Fig. 1: clock distribution
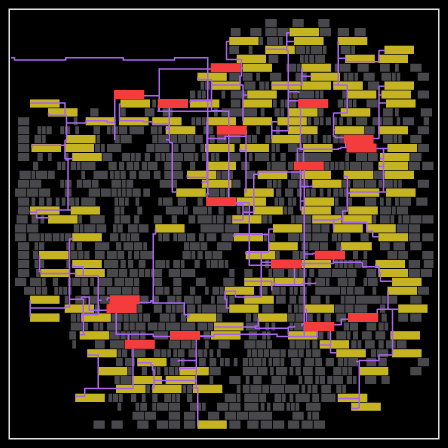
Fig. 2: wiring by layer
Scale bar: 50 um.
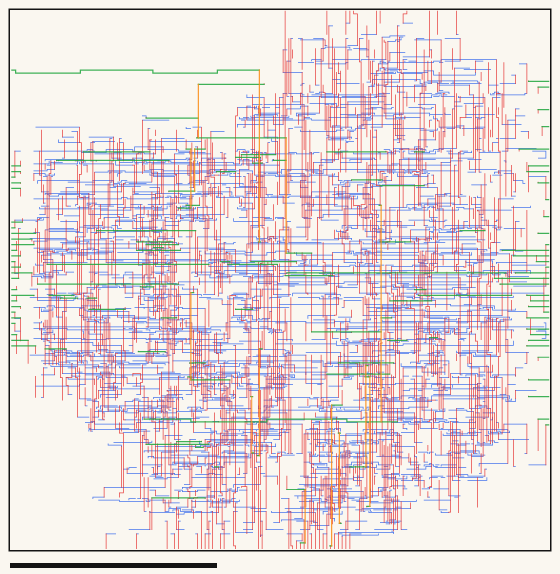
Fig. 3: cell density map
The die is cut into 13 by 13 equal tiles; dark blue is low, red is high, 0 to 100% covered.
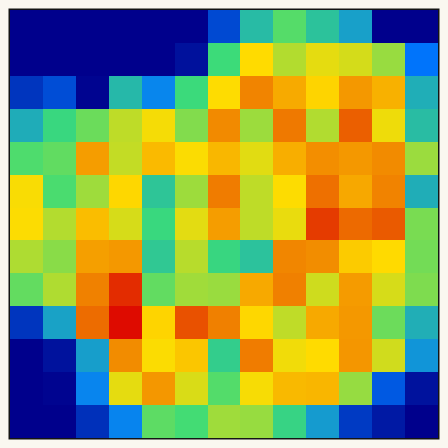
==> config.mk <==
export PLATFORM = sky130hd
export DESIGN_NAME = floating_point_divider
export DESIGN_NICKNAME = d
export VERILOG_FILES = /design/src/rtl/floating_point_divider.sv
export SDC_FILE = /design/constraint.sdc
export NUM_CORES = 1
export LEC_CHECK = 0
export CORE_UTILIZATION = 48
export CTS_CLUSTER_DIAMETER = 60
export CTS_CLUSTER_SIZE = 20
export DETAILED_ROUTE_END_ITERATION = 10
export PLACE_DENSITY = 0.79
export RECOVER_POWER = 25
export SETUP_SLACK_MARGIN = 0.4
export SLEW_MARGIN = 30
export SYNTH_ARGS = -nofsm -noshare
export SYNTH_HDL_FRONTEND = slang
export SYNTH_SLANG_ARGS = --single-unit
==> constraint.sdc <==
create_clock -name clk -period 5.5 [get_ports clk]
set_input_delay 0.825 -clock clk [delete_from_list [all_inputs] [get_ports clk]]
set_output_delay 0.825 -clock clk [all_outputs]
set_load 0.01 [all_outputs]
==> results.yml <==
# synthesis and place-and-route metrics
status:
  outcome: "complete, but fails checks"
  violated_checks: "max-capacitance violations, max-slew violations"
setup_path:
  path_cells: "dlygate4sd3_1, clkinvlp_2, clkbuf_1"
  worstSetupEndpointType: "asynchronous set/reset pin"
  worstSetupPathDepth: 3
  worstPathRequired_ps: 5660
  timing.reg2reg.setup_slack_ps: 2580
  r2r_cells: 10
power_and_ir_drop:
  leakage_nw: 4.161
  power.internal_mw: 3.607
  ir_drop_worst_vdd_uv: 295.7
  combinationalPowerShare_pct: 55.2
final_timing:
  timing.hold.ws_ps: 459.6
  final_max_slew_viol_count: 83
  finalHoldViolations: 0
  min_period_ps: 3773
  setup_total_neg_slack_ps: 0
  fin_ws_ps: 1727
route:
  detail_route.wirelength.met1_um: 8436
  route.detailed.vias_per_inst: 5.632
cts:
  tritoncts: "yes"
  clk_path_buf_depth: 2
  cts.repair_timing.setup_buffer_count: 0
  postCtsHoldBufs: 0
final_layout:
  comb_area_share_pct: 45.04
  layout.comb_gates.multi_input: 685
  comb_area_sq_um: 4355
  final_layout_top_logic_cells: "186 x nand2_1, 126 x dfrtp_1, 100 x clkdlybuf4s50_1"
  fraction_of_final_layout_cells_sized_beyond_drive_strength_1_pct: 8.300
  non_clock_buffer_area_share_pct: 11.37
  antenna_cells: 0
  seq_share_pct: 32.88
  clockBufferCount: 19
  finish.cell_count_without_fillers: 1216
global_route:
  grt_first_pass_wirelength_um: 31070
  grt.met3_usage_pct: 4.886
flow_run:
  maxCapViolations: 2
  tally_of_openroad_warnings: 27
yosys:
  synth.ff_latch_count: 127
  synthXorXnorAreaFrac_pct: 4.863
  yosys-top-cells-count: "186 x nand2_1, 126 x dfrtp_1, 79 x o21ai_0"
  yosys_cells: 904
  synthDominantAreaCellType: "dfrtp_1"
  ys_warn_count: 0
  synth_adder_area_share_pct: 6.189
  yosys.area_share.simple_pct: 20.21
  synth_cell_types: 74
  synth_area_per_cell_sq_um: 8.767
  ys_sh_mux_pct: 4.294
  top_logic_kind: "simple AND/OR/NAND/NOR gates"
  syn-cell-area_sq_um: 7925
floorplanning:
  design.die.area_sq_um: 17030
  floorplan.io_pins: 103
  die_width_um: 130.5
  die.size.y_um: 130.5
placed_design:
  detailedPlacementHpwl_um: 13370
  placed_cell_area_sq_um: 9080
  place.detailed.instances: 1184
  placement.io_buffers: 102
Notes on Fig. 1 above:
[yellow] flip-flops | count: 127
[red] cells driving clock nets | count: 17
[purple] clock wires | length: 1640 um
flops lie	widely spread
routed clock nets	18
Clk pwr share: 17.9%
clock latency on the worst-skew pair: 420 ps
clock network power: 1.13 mW
skew final: 14.36 ps

Notes on Fig. 2 above:
colour	layer	wire length
blue	met1	8440 um
orange	met4	344 um
green	met3	945 um
red	met2	8960 um
routed len/inst: 15.37 um
routed via count: 6849
Total Routed Length: 18680 um

Notes on Fig. 3 above:
fullest tile	99%
nearly empty tiles	12%
emptiest ninth of the die	north-west
mean over tiles	55%
densest ninth of the die	east
tiles over 75% full	31%
floorplan core density: 49.53%
share of the core filled with cells: 60.43%
Floorplan Core Area: 16000 sq um

Power is estimated from default activity; no workload was simulated.
